===== config.mk =====
export PLATFORM = sky130hd
export DESIGN_NAME = ddr_app_arbiter_flat
export DESIGN_NICKNAME = d
export VERILOG_FILES = /design/src/rtl/ddr_arb_pkg.sv /design/src/rtl/ddr_app_arbiter_if.sv /design/src/rtl/ddr_arb_tag_fifo.sv /design/src/rtl/ddr_app_arbiter.sv /design/src/flat_wrapper.sv
export SDC_FILE = /design/constraint.sdc
export NUM_CORES = 1
export LEC_CHECK = 0
export CAP_MARGIN = 20
export CORE_AREA = 2 2 188 190
export CTS_BUF_LIST = sky130_fd_sc_hd__clkbuf_4
export CTS_CLUSTER_DIAMETER = 200
export DETAILED_ROUTE_END_ITERATION = 7
export DIE_AREA = 0 0 190 192
export GPL_TIMING_DRIVEN = 0
export HOLD_SLACK_MARGIN = 0.02
export SLEW_MARGIN = 0
export SYNTH_ARGS = -nofsm -noshare
export SYNTH_HDL_FRONTEND = slang
export SYNTH_SLANG_ARGS = --single-unit

===== constraint.sdc =====
create_clock -name clk -period 3.7 [get_ports clk]
set_input_delay 0.74 -clock clk [delete_from_list [all_inputs] [get_ports clk]]
set_output_delay 0.74 -clock clk [all_outputs]
set_load 0.01 [all_outputs]

===== src/rtl/ddr_arb_pkg.sv =====
// Shared constants, FSM state type and width helpers for the DDR app-port arbiter.
package ddr_arb_pkg;

    localparam logic [2:0] CMD_WR = 3'b000;
    localparam logic [2:0] CMD_RD = 3'b001;

    typedef enum logic [1:0] {IDLE, WR, RD} state_e;

    function automatic int clog2(input int v);
        int r;
        r = 0;
        for (int i = 0; i < 31; i++) if ((1 << i) < v) r = i + 1;
        return r;
    endfunction

    // Index width that stays at least one bit wide for single-entry cases.
    function automatic int tag_w(input int n);
        return (n > 1) ? clog2(n) : 1;
    endfunction

endpackage


===== src/rtl/ddr_app_arbiter_if.sv =====
// DDR controller application-side command/write/read-return bundle.
interface ddr_app_arbiter_if #(
    parameter int ADDR_WIDTH = 28,
    parameter int DATA_WIDTH = 64
);
    logic                  o_ddr_app_en;
    logic [2:0]            o_ddr_cmd;
    logic [ADDR_WIDTH-1:0] o_ddr_addr;
    logic                  i_ddr_app_rdy;
    logic [DATA_WIDTH-1:0] o_ddr_wr_data;
    logic                  o_ddr_wr_en;
    logic                  o_ddr_wr_end;
    logic                  i_ddr_wr_rdy;
    logic [DATA_WIDTH-1:0] i_ddr_rd_data;
    logic                  i_ddr_rd_data_valid;

    modport master (
        output o_ddr_app_en, o_ddr_cmd, o_ddr_addr, o_ddr_wr_data, o_ddr_wr_en, o_ddr_wr_end,
        input  i_ddr_app_rdy, i_ddr_wr_rdy, i_ddr_rd_data, i_ddr_rd_data_valid
    );

    modport slave (
        input  o_ddr_app_en, o_ddr_cmd, o_ddr_addr, o_ddr_wr_data, o_ddr_wr_en, o_ddr_wr_end,
        output i_ddr_app_rdy, i_ddr_wr_rdy, i_ddr_rd_data, i_ddr_rd_data_valid
    );
endinterface


===== src/rtl/ddr_arb_tag_fifo.sv =====
// Synchronous FIFO of port tags for reads accepted by the DDR and awaiting data.
module ddr_arb_tag_fifo
    import ddr_arb_pkg::*;
#(
    parameter int DEPTH = 8,
    parameter int W     = 1,
    parameter int CW    = clog2(DEPTH + 1)
) (
    input  logic          clk,
    input  logic          rst_n,
    input  logic          push_i,
    input  logic [W-1:0]  din_i,
    input  logic          pop_i,
    output logic [W-1:0]  dout_o,
    output logic          full_o,
    output logic          empty_o,
    output logic [CW-1:0] count_o
);
    localparam int AW = tag_w(DEPTH);

    logic [W-1:0]  mem_q [DEPTH];
    logic [AW-1:0] wr_q, rd_q;
    logic [CW-1:0] cnt_q;
    logic          do_push, do_pop;

    assign full_o  = (cnt_q == CW'(DEPTH));
    assign empty_o = (cnt_q == '0);
    assign count_o = cnt_q;
    assign dout_o  = mem_q[rd_q];
    assign do_push = push_i && !full_o;
    assign do_pop  = pop_i && !empty_o;

    always_ff @(posedge clk) begin
        if (do_push) mem_q[wr_q] <= din_i;
    end

    always_ff @(posedge clk or negedge rst_n) begin
        if (!rst_n) begin
            wr_q  <= '0;
            rd_q  <= '0;
            cnt_q <= '0;
        end else begin
            if (do_push) wr_q <= (wr_q == AW'(DEPTH - 1)) ? '0 : wr_q + 1'b1;
            if (do_pop)  rd_q <= (rd_q == AW'(DEPTH - 1)) ? '0 : rd_q + 1'b1;
            case ({do_push, do_pop})
                2'b10:   cnt_q <= cnt_q + 1'b1;
                2'b01:   cnt_q <= cnt_q - 1'b1;
                default: cnt_q <= cnt_q;
            endcase
        end
    end
endmodule


===== src/rtl/ddr_app_arbiter.sv =====
// Round-robin arbiter of NUM_PORTS user read/write ports onto one DDR app interface.
// Optional per-port acked-transaction counters when DDR_ARB_PERF_EN is defined.
module ddr_app_arbiter
    import ddr_arb_pkg::*;
#(
    parameter int NUM_PORTS       = 2,
    parameter int ADDR_WIDTH      = 28,
    parameter int DATA_WIDTH      = 64,
    parameter int MAX_OUTSTANDING = 8
) (
    input  logic                            clk,
    input  logic                            rst,
    input  logic [NUM_PORTS-1:0]            i_wr,
    input  logic [NUM_PORTS*ADDR_WIDTH-1:0] i_wr_addr,
    input  logic [NUM_PORTS*DATA_WIDTH-1:0] i_wr_data,
    output logic [NUM_PORTS-1:0]            o_wr_ack,
    input  logic [NUM_PORTS-1:0]            i_rd,
    input  logic [NUM_PORTS*ADDR_WIDTH-1:0] i_rd_addr,
    output logic [NUM_PORTS-1:0]            o_rd_ack,
    output logic [DATA_WIDTH-1:0]           o_rd_data,
    output logic [NUM_PORTS-1:0]            o_rd_valid,
    output logic                            o_err,
`ifdef DDR_ARB_PERF_EN
    output logic [NUM_PORTS*32-1:0]         o_grant_cnt,
`endif
    ddr_app_arbiter_if.master               ddr
);
    localparam int TW = tag_w(NUM_PORTS);
    localparam int OW = clog2(MAX_OUTSTANDING + 1);

    state_e                state_q, state_d;
    logic [TW-1:0]         port_q, port_d, ptr_q, ptr_d;
    logic [ADDR_WIDTH-1:0] addr_q, addr_d;
    logic [DATA_WIDTH-1:0] wdata_q, wdata_d;
    logic                  cmd_done_q, cmd_done_d, dat_done_q, dat_done_d;
    logic                  cmd_ok, dat_ok, found, push, pop;
    int                    idx;
    logic                  fifo_full, fifo_empty;
    logic [TW-1:0]         fifo_tag;
    logic [OW-1:0]         outstanding;
    logic [NUM_PORTS-1:0]  rd_valid_q, rd_valid_d;
    logic [DATA_WIDTH-1:0] rd_data_q;
    logic                  err_q;

    always_comb begin
        state_d    = state_q;
        port_d     = port_q;
        ptr_d      = ptr_q;
        addr_d     = addr_q;
        wdata_d    = wdata_q;
        cmd_done_d = cmd_done_q;
        dat_done_d = dat_done_q;
        o_wr_ack   = '0;
        o_rd_ack   = '0;
        push       = 1'b0;
        found      = 1'b0;
        idx        = 0;
        cmd_ok     = cmd_done_q | ddr.i_ddr_app_rdy;
        dat_ok     = dat_done_q | ddr.i_ddr_wr_rdy;
        unique case (state_q)
            IDLE: begin
                // Search from the port after the last grant; write wins within a port.
                for (int i = 0; i < NUM_PORTS; i++) begin
                    idx = (int'(ptr_q) + i) % NUM_PORTS;
                    if (!found && (i_wr[idx] || (i_rd[idx] && !fifo_full))) begin
                        found      = 1'b1;
                        port_d     = TW'(idx);
                        ptr_d      = TW'((idx + 1) % NUM_PORTS);
                        cmd_done_d = 1'b0;
                        dat_done_d = 1'b0;
                        if (i_wr[idx]) begin
                            state_d = WR;
                            addr_d  = i_wr_addr[idx*ADDR_WIDTH +: ADDR_WIDTH];
                            wdata_d = i_wr_data[idx*DATA_WIDTH +: DATA_WIDTH];
                        end else begin
                            state_d = RD;
                            addr_d  = i_rd_addr[idx*ADDR_WIDTH +: ADDR_WIDTH];
                        end
                    end
                end
            end
            WR: begin
                cmd_done_d = cmd_ok;
                dat_done_d = dat_ok;
                if (cmd_ok && dat_ok) begin
                    o_wr_ack[port_q] = 1'b1;
                    state_d          = IDLE;
                end
            end
            RD: begin
                if (ddr.i_ddr_app_rdy) begin
                    o_rd_ack[port_q] = 1'b1;
                    push             = 1'b1;
                    state_d          = IDLE;
                end
            end
            default: state_d = IDLE;
        endcase
    end

    always_ff @(posedge clk or negedge rst) begin
        if (!rst) begin
            state_q    <= IDLE;
            port_q     <= '0;
            ptr_q      <= '0;
            addr_q     <= '0;
            wdata_q    <= '0;
            cmd_done_q <= 1'b0;
            dat_done_q <= 1'b0;
        end else begin
            state_q    <= state_d;
            port_q     <= port_d;
            ptr_q      <= ptr_d;
            addr_q     <= addr_d;
            wdata_q    <= wdata_d;
            cmd_done_q <= cmd_done_d;
            dat_done_q <= dat_done_d;
        end
    end

    assign ddr.o_ddr_app_en  = (state_q == RD) || ((state_q == WR) && !cmd_done_q);
    assign ddr.o_ddr_cmd     = (state_q == RD) ? CMD_RD : CMD_WR;
    assign ddr.o_ddr_addr    = addr_q;
    assign ddr.o_ddr_wr_data = wdata_q;
    assign ddr.o_ddr_wr_en   = (state_q == WR) && !dat_done_q;
    assign ddr.o_ddr_wr_end  = (state_q == WR) && !dat_done_q;

    ddr_arb_tag_fifo #(.DEPTH(MAX_OUTSTANDING), .W(TW), .CW(OW)) u_tag_fifo (
        .clk     (clk),
        .rst_n   (rst),
        .push_i  (push),
        .din_i   (port_q),
        .pop_i   (pop),
        .dout_o  (fifo_tag),
        .full_o  (fifo_full),
        .empty_o (fifo_empty),
        .count_o (outstanding)
    );

    // Returned data with no tag to attribute it to is discarded and flagged.
    assign pop = ddr.i_ddr_rd_data_valid && !fifo_empty;

    always_comb begin
        rd_valid_d = '0;
        if (pop) rd_valid_d[fifo_tag] = 1'b1;
    end

    always_ff @(posedge clk or negedge rst) begin
        if (!rst) begin
            rd_valid_q <= '0;
            rd_data_q  <= '0;
            err_q      <= 1'b0;
        end else begin
            rd_valid_q <= rd_valid_d;
            if (pop) rd_data_q <= ddr.i_ddr_rd_data;
            if (ddr.i_ddr_rd_data_valid && outstanding == '0) err_q <= 1'b1;
        end
    end

    assign o_rd_valid = rd_valid_q;
    assign o_rd_data  = rd_data_q;
    assign o_err      = err_q;

`ifdef DDR_ARB_PERF_EN
    logic [NUM_PORTS-1:0][31:0] gcnt_q;

    for (genvar p = 0; p < NUM_PORTS; p++) begin : g_perf
        always_ff @(posedge clk or negedge rst) begin
            if (!rst)
                gcnt_q[p] <= '0;
            else if ((o_wr_ack[p] || o_rd_ack[p]) && gcnt_q[p] != '1)
                gcnt_q[p] <= gcnt_q[p] + 32'd1;
        end
    end

    assign o_grant_cnt = gcnt_q;
`endif
endmodule

===== src/flat_wrapper.sv =====
// flat-port wrapper written by rule: the top's interface ports become plain ports
module ddr_app_arbiter_flat import ddr_arb_pkg::*;
#(
    parameter int NUM_PORTS       = 2,
    parameter int ADDR_WIDTH      = 28,
    parameter int DATA_WIDTH      = 64,
    parameter int MAX_OUTSTANDING = 8
)
  (clk, rst, i_wr, i_wr_addr, i_wr_data, o_wr_ack, i_rd, i_rd_addr, o_rd_ack, o_rd_data, o_rd_valid, o_err, ddr_o_ddr_app_en, ddr_o_ddr_cmd, ddr_o_ddr_addr, ddr_o_ddr_wr_data, ddr_o_ddr_wr_en, ddr_o_ddr_wr_end, ddr_i_ddr_app_rdy, ddr_i_ddr_wr_rdy, ddr_i_ddr_rd_data, ddr_i_ddr_rd_data_valid);
  ddr_app_arbiter_if #(.ADDR_WIDTH(ADDR_WIDTH), .DATA_WIDTH(DATA_WIDTH)) ddr_i ();
  input  logic clk;
  input  logic rst;
  input  logic [NUM_PORTS-1:0] i_wr;
  input  logic [NUM_PORTS*ADDR_WIDTH-1:0] i_wr_addr;
  input  logic [NUM_PORTS*DATA_WIDTH-1:0] i_wr_data;
  output logic [NUM_PORTS-1:0] o_wr_ack;
  input  logic [NUM_PORTS-1:0] i_rd;
  input  logic [NUM_PORTS*ADDR_WIDTH-1:0] i_rd_addr;
  output logic [NUM_PORTS-1:0] o_rd_ack;
  output logic [DATA_WIDTH-1:0] o_rd_data;
  output logic [NUM_PORTS-1:0] o_rd_valid;
  output logic o_err;
  output wire logic [$bits(ddr_i.o_ddr_app_en)-1:0] ddr_o_ddr_app_en;
  output wire logic [$bits(ddr_i.o_ddr_cmd)-1:0] ddr_o_ddr_cmd;
  output wire logic [$bits(ddr_i.o_ddr_addr)-1:0] ddr_o_ddr_addr;
  output wire logic [$bits(ddr_i.o_ddr_wr_data)-1:0] ddr_o_ddr_wr_data;
  output wire logic [$bits(ddr_i.o_ddr_wr_en)-1:0] ddr_o_ddr_wr_en;
  output wire logic [$bits(ddr_i.o_ddr_wr_end)-1:0] ddr_o_ddr_wr_end;
  input wire logic [$bits(ddr_i.i_ddr_app_rdy)-1:0] ddr_i_ddr_app_rdy;
  input wire logic [$bits(ddr_i.i_ddr_wr_rdy)-1:0] ddr_i_ddr_wr_rdy;
  input wire logic [$bits(ddr_i.i_ddr_rd_data)-1:0] ddr_i_ddr_rd_data;
  input wire logic [$bits(ddr_i.i_ddr_rd_data_valid)-1:0] ddr_i_ddr_rd_data_valid;
  assign ddr_o_ddr_app_en = ddr_i.o_ddr_app_en;
  assign ddr_o_ddr_cmd = ddr_i.o_ddr_cmd;
  assign ddr_o_ddr_addr = ddr_i.o_ddr_addr;
  assign ddr_o_ddr_wr_data = ddr_i.o_ddr_wr_data;
  assign ddr_o_ddr_wr_en = ddr_i.o_ddr_wr_en;
  assign ddr_o_ddr_wr_end = ddr_i.o_ddr_wr_end;
  assign ddr_i.i_ddr_app_rdy = ddr_i_ddr_app_rdy;
  assign ddr_i.i_ddr_wr_rdy = ddr_i_ddr_wr_rdy;
  assign ddr_i.i_ddr_rd_data = ddr_i_ddr_rd_data;
  assign ddr_i.i_ddr_rd_data_valid = ddr_i_ddr_rd_data_valid;
  ddr_app_arbiter #(.NUM_PORTS(NUM_PORTS), .ADDR_WIDTH(ADDR_WIDTH), .DATA_WIDTH(DATA_WIDTH), .MAX_OUTSTANDING(MAX_OUTSTANDING)) u_core (.clk(clk), .rst(rst), .i_wr(i_wr), .i_wr_addr(i_wr_addr), .i_wr_data(i_wr_data), .o_wr_ack(o_wr_ack), .i_rd(i_rd), .i_rd_addr(i_rd_addr), .o_rd_ack(o_rd_ack), .o_rd_data(o_rd_data), .o_rd_valid(o_rd_valid), .o_err(o_err), .ddr(ddr_i));
endmodule

==> datasheet_impl.txt, run 1 <==
Table: implementation figures

Parameter                              Value

Status
  Result of the run    finished clean

STA
  Final critical path time including I/O delays and setup    3250 ps
  Setup violators final    0
  Final worst setup slack    449 ps
  Tightest hold margin    96.9 ps
  Pins over their slew limit    0
  Normalized max-slew margin    44.7%
  Transition at the pin with the smallest max-transition slack    830 ps
  Unrepaired setup endpoints after global routing    false
  Worst clock skew    16.1 ps
  Summed negative setup slack over all endpoints    0 ps

Hold path
  Min-Delay Path Class    in -> async

Place
  Placer's final routability congestion estimate    0.833
  Half-perimeter wire length after detailed placement    24,700 µm
  Worst setup timing slack at the placement stage    180 ps
  Cell Area, Placed    0.0137 mm²

Pwr
  LEAKAGE    5.91 nW
  Worst IR Drop VDD    0.288 mV
  Power density over the cells    661 mW/mm²
  Cell-internal power    5.66 mW

Yosys
  Post-synth EDFFs    8
  Synth area leader    sky130_fd_sc_hd__dfrtp_1
  Summed instance area of the synthesized netlist    0.00828 mm²
  Post-synth top cells    209 x sky130_fd_sc_hd__nand2_1, 175 x sky130_fd_sc_hd__dfrtp_1, 155 x sky130_fd_sc_hd__nor2_1
  FA/HA/MAJ Cells, Area Fraction    1.35%
  Post-synth mux share    8.03%
  Prevailing post-synth register cell    sky130_fd_sc_hd__dfrtp_1
  Dominant cell by count in the synthesized netlist    sky130_fd_sc_hd__nand2_1
  Number of synthesized register bits    183
  Top cells by area in the synthesized netlist    sky130_fd_sc_hd__dfrtp_1 53%, sky130_fd_sc_hd__nand2_1 9.5%, sky130_fd_sc_hd__nor2_1 7.0%, sky130_fd_sc_hd__o22ai_1 4.9%, sky130_fd_sc_hd__mux2i_1 4.4%
  Yosys warning count    0
  Simple-Gate Fraction of Synth Area    20.2%
  Xor-xnor portion of the synthesized cell area    0.529%
  Yosys aoi share    10.7%
  Syn avg cell area    9.62 µm²

Floorplan
  Ports    482
  Die width    190 µm
  Initial standard-cell utilization of the core    24.1%
  Chip area    0.0365 mm²
  Row Count    68
  Die extent in y    192 µm

Final layout
  Share of cells above drive strength 1    5.39%
  Number of nets in the layout    1,681
  Layout-stage area growth over the synthesis result    68.8%
  Most frequent standard cell in the layout excluding fill and tap cells    sky130_fd_sc_hd__clkdlybuf4s50_1

Setup path
  Startpoint class of the critical path    register
  Worst R2R Path Depth    12
  Endpoint of the worst-slack reg-to-reg timing path    u_core.u_tag_fifo.count_o[2]$_DFFE_PN0P_
  Required time at the endpoint of the critical path    4210 ps
  Crit path to    u_core.u_tag_fifo.count_o[2]$_DFFE_PN0P_
  Number of cells on the critical path    12
  Worst path cell trace    nor4_1 -> nand2b_1 -> clkbuf_1 -> inv_1 -> clkbuf_1 -> ha_1 -> xor2_1 -> ha_1 -> a21oi_1 -> xor2_1 -> nor2_1 -> xor2_1
  Arrival @ worst endpoint    3770 ps
  Slowest cell delay on critical path    500 ps
  Largest delay share family, worst path    buffers and inverters
  Top cell by count, worst path    sky130_fd_sc_hd__xor2_1

CTS
  Setup bufs post-CTS    0
  Buffer levels on the longest clock path    2
  Total of cells resized after clock tree synthesis    0
  H-tree level count    4
  Clock Root Buffer    sky130_fd_sc_hd__clkbuf_4
  Insertion Delay late pin    620 ps
  Number of buffers inserted by hold repair at cts    0

Route
  # DRC    0
  First-pass iteration count of the detailed router    7
  Final routed wirelength across all metal layers    31,300 µm
  Post-DR vias/cell    4.45

Global route
  Total global routing overflow    0
  Antenna violations before repair    2
==> run 1: metal layers <==
metal,vias up,routed length [µm],part of all wire [%],global-route usage (%)
li1,3957,-,-,-
met2,345,15400,49,29.3
met3,38,2700,8.6,5.28
met1,3812,12400,40,19.0
met5,-,0,0,0
met4,0,754,2.4,6.08
==> run 1: state kept, by name (all words and copies together) (netlist names) <==
| register | cells |
|---|---|
| u_core.ddr.o_ddr_wr_data | 64 |
| u_core.o_rd_data | 64 |
| u_core.cmd_done_q | 1 |
| u_core.ddr.o_ddr_addr | 28 |
| u_core.u_tag_fifo.count_o | 4 |
| u_core.u_tag_fifo.rd_q | 3 |
| u_core.u_tag_fifo.mem_q | 8 |
| u_core.u_tag_fifo.wr_q | 3 |
| u_core.port_q | 1 |
| u_core.state_q | 2 |
| u_core.ptr_q | 1 |
| u_core.o_rd_valid | 2 |
| u_core.dat_done_q | 1 |
| u_core.o_err | 1 |
==> run 1: power by group through the flow <==
stage / registers (mW) / logic [mW] / clock network [mW]
floorplan: 3.60 / 1.89 / 0
global placement: 3.31 / 4.79 / 0
detailed placement: 3.33 / 4.83 / 0
CTS: 3.30 / 4.84 / 1.27
global route: 3.40 / 5.19 / 1.34
finish: 3.29 / 4.75 / 1.20
==> run 1: cell type report <==
type | count | area [µm²] | area share [%]
antenna | 2 | 5.00 | 0.0358
buffer | 58 | 263 | 1.88
clock buffer | 17 | 128 | 0.913
clock inverter | 15 | 169 | 1.21
inverter | 4 | 15.0 | 0.107
multi-input combinational | 616 | 3380 | 24.2
sequential | 183 | 4620 | 33.1
tap | 455 | 569 | 4.07
timing repair buffer | 480 | 4820 | 34.5
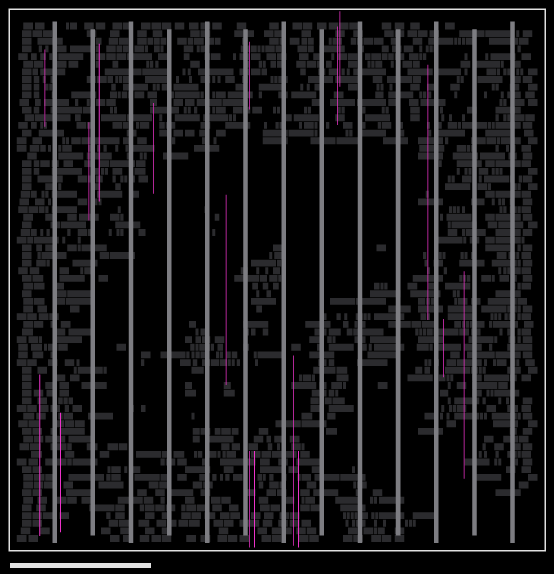
Run 1: the metal 4 layer
The bar under the picture is 50 µm long. Supply wires on this layer in grey.
main direction: vertical
wire length on this layer: 755 µm
share of all routed wire: 2.4%

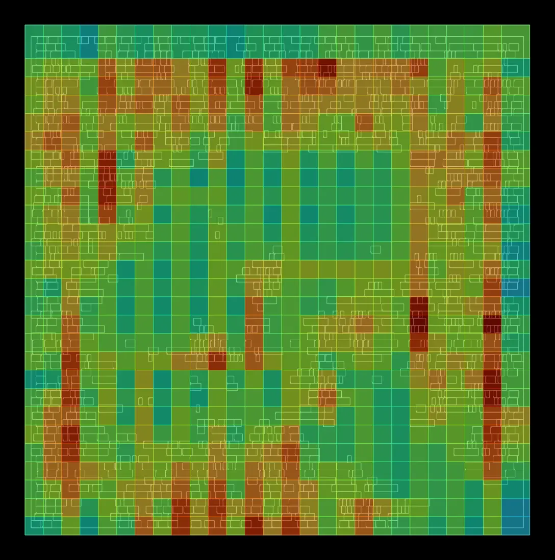
Run 1: routing congestion
most utilized layer in the global route result: met2
post-layout utilization of the core: 40.8%
Routed wire per std cell: 17.1 µm

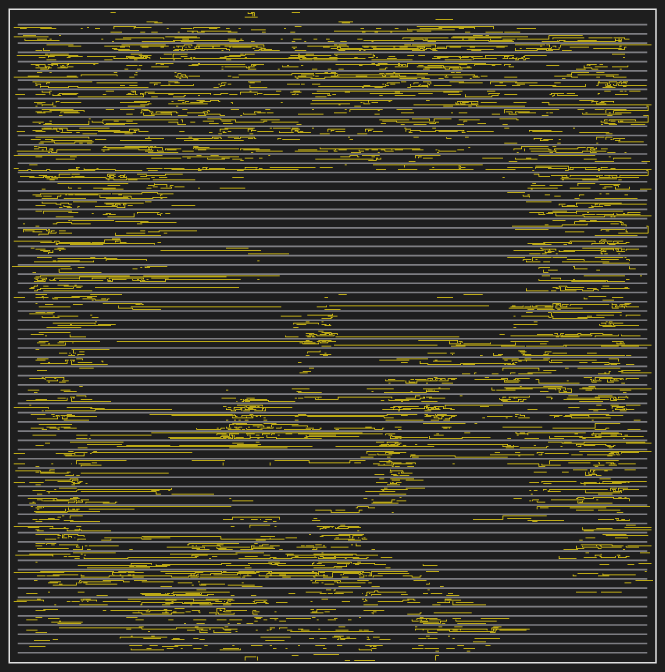
Run 1: M1 wires
Supply wires on this layer in grey.
longest straight run: 62.1 µm
main direction: horizontal

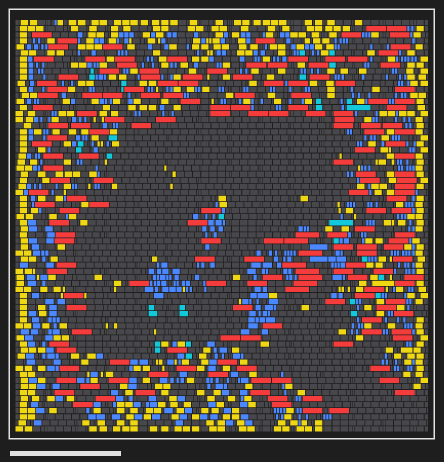
Run 1: cells coloured by class
The bar under the picture is 50 µm long. Fill, decap, tap and diode cells in grey.
[flip-flops] red | cells: 183 | share of their area: 34%
[all other logic] blue | cells: 620 | share of their area: 25%
[clock drivers and dummy loads] cyan | cells: 32 | share of their area: 2.2%
[other buffers and delay cells] yellow | cells: 538 | share of their area: 38%

==> run 2, diff against run 1 <==
- CORE_AREA: 2 2 188 190 -> 4 4 185 187
- DIE_AREA: 0 0 190 192 -> 0 0 189 191
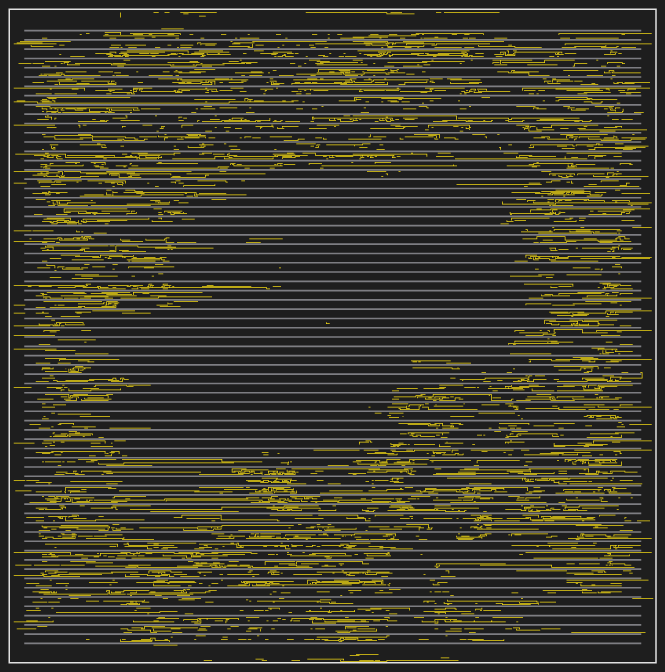
Run 2: M1 wires
Supply wires on this layer in grey.
share of all routed wire: 40%
main direction: horizontal
longest straight run: 56.1 µm

==> run 2 against run 1 <==
Net effect:
- synthesized cell count stayed put
- critical endpoint unchanged
- clock skew is 6.8 ps higher
- worst setup slack worse by 65 ps
==> datasheet_impl.txt, run 2 <==
Table: implementation figures

Parameter                              Value

Status
  Result of the run    finished clean

Route
  First-pass iteration count of the detailed router    4 (-3)
  Remaining number of nets flagged by the antenna check after routing    0
  Number of design-rule violations left by the first detailed-router iteration    310
  Routed wire per std cell    17.9 µm (+4.9%)
  Detailed-route via count    8,120
  # DRC    0 (unchanged)
  Final routed wirelength across all metal layers    32,600 µm (+4.2%)
  Post-DR vias/cell    4.47 (+0.26%)

CTS
  Number of buffers inserted by hold repair at cts    0 (unchanged)
  Buffer levels on the longest clock path    2 (unchanged)
  Insertion Delay late pin    580 ps (-40 ps)
  Total of cells resized after clock tree synthesis    0 (unchanged)
  Setup bufs post-CTS    0 (unchanged)
  Cts bufs inserted    17
  Clock input transition at the sequential cells of the worst setup and hold paths    160 ps
  Clock Root Buffer    sky130_fd_sc_hd__clkbuf_4
  Clock sink total    183
  H-tree level count    4 (unchanged)
  Clock tree from TritonCTS    built

Final layout
  Most frequent standard cell in the layout excluding fill and tap cells    sky130_fd_sc_hd__clkdlybuf4s50_1
  Post-layout utilization of the core    43.0% (+2.2 points)
  Commonest non-fill, non-tap cells in the layout    476 x sky130_fd_sc_hd__clkdlybuf4s50_1, 209 x sky130_fd_sc_hd__nand2_1, 175 x sky130_fd_sc_hd__dfrtp_1, 155 x sky130_fd_sc_hd__nor2_1, 65 x sky130_fd_sc_hd__o22ai_1
  Layout-stage area growth over the synthesis result    68.6%
  Share of cells above drive strength 1    5.32% (-0.073 points)
  Post-route insts no fill    1,818
  Final Cell Area    0.0140 mm²
  Number of nets in the layout    1,681 (unchanged)

Place
  Cell Area, Placed    0.0137 mm² (-0.12%)
  Placed Cells incl. Taps    1,783
  Worst setup timing slack at the placement stage    68.1 ps (-112 ps)
  Port buffer count    477
  Placer's final routability congestion estimate    0.823 (-1.1%)
  Half-perimeter wire length after detailed placement    25,800 µm (+4.7%)

Hold path
  Min-Delay Path Class    in -> async

STA
  Setup violators final    0 (unchanged)
  Unrepaired setup endpoints after global routing    false
  Hold Fails Final Rpt    0
  Normalized max-slew margin    44.7% (+0.066 points)
  Summed negative setup slack over all endpoints    0 ps (unchanged)
  Worst clock skew    22.9 ps (+6.80 ps)
  Final worst setup slack    384 ps (-64.8 ps)
  Pins over their slew limit    0 (unchanged)
  Transition at the pin with the smallest max-transition slack    829 ps (-0.988 ps)
  Final critical path time including I/O delays and setup    3320 ps (+64.8 ps)
  Final critical-path share of the clock period    89.6%
  Tightest hold margin    67.3 ps (-29.6 ps)
  Highest clock frequency the design can meet    302 MHz

Yosys
  Yosys warning count    0 (unchanged)
  FA/HA/MAJ Cells, Area Fraction    1.35% (unchanged)
  Post-synth mux share    8.03% (unchanged)
  Summed instance area of the synthesized netlist    0.00828 mm² (unchanged)
  Synth area leader    sky130_fd_sc_hd__dfrtp_1
  Synth Seq Share    55.8%
  Post-synth top cells    209 x sky130_fd_sc_hd__nand2_1, 175 x sky130_fd_sc_hd__dfrtp_1, 155 x sky130_fd_sc_hd__nor2_1
  Post-synthesis instance total    860
  Top non-seq family    simple AND/OR/NAND/NOR gates
  Syn avg cell area    9.62 µm² (unchanged)
  Dominant cell by count in the synthesized netlist    sky130_fd_sc_hd__nand2_1
  Prevailing post-synth register cell    sky130_fd_sc_hd__dfrtp_1
  Yosys aoi share    10.7% (unchanged)
  FFs w/ async S/R, synth    95.6%
  Number of synthesized register bits    183 (unchanged)
  Simple-Gate Fraction of Synth Area    20.2% (unchanged)
  Area figure in the yosys stat output    0.00828 mm²
  Count of cell types in the netlist    48
  Xor-xnor portion of the synthesized cell area    0.529% (unchanged)
  Post-synth EDFFs    8 (unchanged)
  Cell count listed in synth_stat.txt    860
  Area share, top type    52.9%
  Top cells by area in the synthesized netlist    sky130_fd_sc_hd__dfrtp_1 53%, sky130_fd_sc_hd__nand2_1 9.5%, sky130_fd_sc_hd__nor2_1 7.0%, sky130_fd_sc_hd__o22ai_1 4.9%, sky130_fd_sc_hd__mux2i_1 4.4%

Run
  Number of maximum-capacitance violations    0
  Number of OpenROAD warnings    31

Global route
  Total global routing overflow    0 (unchanged)
  Total routing resource utilization after global routing    17.2%
  Wire length of the first global-routing pass    48,400 µm
  Maximum number of pins on one net before global-route repair    106
  Vias in the first global route    8,416
  Antenna violations before repair    3 (+1)

Floorplan
  Die width    189 µm (-0.53%)
  Row Count    66 (-2.9%)
  Core ar.    0.0325 mm²
  Initial standard-cell utilization of the core    25.5% (+1.4 points)
  Die extent in y    191 µm (-0.52%)
  Chip area    0.0361 mm² (-1.0%)
  Ports    482 (unchanged)

Setup path
  Endpoint kind of the worst setup timing path    register
  Internal reg-to-reg setup slack    380 ps
  Startpoint of the worst-slack reg-to-reg timing path    u_core.u_tag_fifo.count_o[1]$_DFFE_PN0P_
  Highest-delay cell along the critical path    sky130_fd_sc_hd__clkbuf_1
  Crit Path Class    reg -> reg
  Crit path to    u_core.u_tag_fifo.count_o[2]$_DFFE_PN0P_
  First element of the critical path    u_core.u_tag_fifo.count_o[1]$_DFFE_PN0P_
  Required time at the endpoint of the critical path    4160 ps (-50 ps)
  Worst R2R Path Depth    13 (+1)
  Slowest cell delay on critical path    460 ps (-40 ps)
  Critical Path Fanout Max    11
  Worst path cell trace    buf_6 -> nor4_1 -> nand2b_1 -> clkbuf_1 -> inv_1 -> clkbuf_1 -> ha_1 -> xor2_1 -> ha_1 -> a21oi_1 -> xor2_1 -> nor2_1 -> xor2_1
  Startpoint class of the critical path    register
  Endpoint of the worst-slack reg-to-reg timing path    u_core.u_tag_fifo.count_o[2]$_DFFE_PN0P_
  Top cell by count, worst path    sky130_fd_sc_hd__xor2_1
  Arrival @ worst endpoint    3780 ps (about the same)

Pwr
  Power density over the cells    664 mW/mm² (+0.51%)
  LEAKAGE    5.92 nW (+0.15%)
  Worst IR Drop VDD    0.255 mV (-12%)
  Overall power    9.27 mW
run 2: cell counts after synthesis:
No cell type changed its count.
run 2: how the worst min path moves through the flow:
| stage | endpoint | startpoint |
|---|---|---|
| 6_report | u_core.o_rd_data[35]$_DFFE_PN0P_ | rst |
| 5_1_grt | u_core.o_rd_data[35]$_DFFE_PN0P_ | rst |
| 4_1_cts | u_core.o_rd_data[35]$_DFFE_PN0P_ | rst |
| 3_5_place_dp | u_core.o_err$_DFFE_PN0P_ | u_core.o_err$_DFFE_PN0P_ |
| 3_3_place_gp | u_core.o_err$_DFFE_PN0P_ | u_core.o_err$_DFFE_PN0P_ |
| 2_1_floorplan | u_core.cmd_done_q$_DFFE_PN0P_ | rst |
run 2: per-layer routing:
metal	track usage, %	wire length (µm)	up-vias
met5	0	13	-
met4	4.01	532	2
met3	6.36	3060	25
met2	30.0	16100	319
met1	20.4	12900	3813
li1	-	-	3961
run 2: cell type report:
type,instances,area (µm²)
fillers,3220,18500
repair buffers,480,4820
flip-flops and latches,183,4620
multi-input cells,616,3380
well taps,442,553
plain buffers,58,263
clock inverters,15,163
clock buffers,17,128
inverters,4,15.0
diodes,3,7.51
run 2: report_power, final:
| part | switching (mW) | internal, mW |
|---|---|---|
| Clock | 0.788 | 0.420 |
| Sequential | 0.493 | 2.80 |
| Combinational | 2.33 | 2.44 |
| Total | 3.61 | 5.66 |
run 2: critical path: cells and delay by family, from the launching register on:
kind	cells	cell delay, ps
flip-flops	1	400
adder cells (fa/ha/maj)	2	580
XOR/XNOR	3	470
AND/OR/NAND/NOR	3	540
AND-OR/OR-AND	1	140
buffers and inverters	4	1060
Power figures rest on the tool's default switching activity, not on a simulated workload.
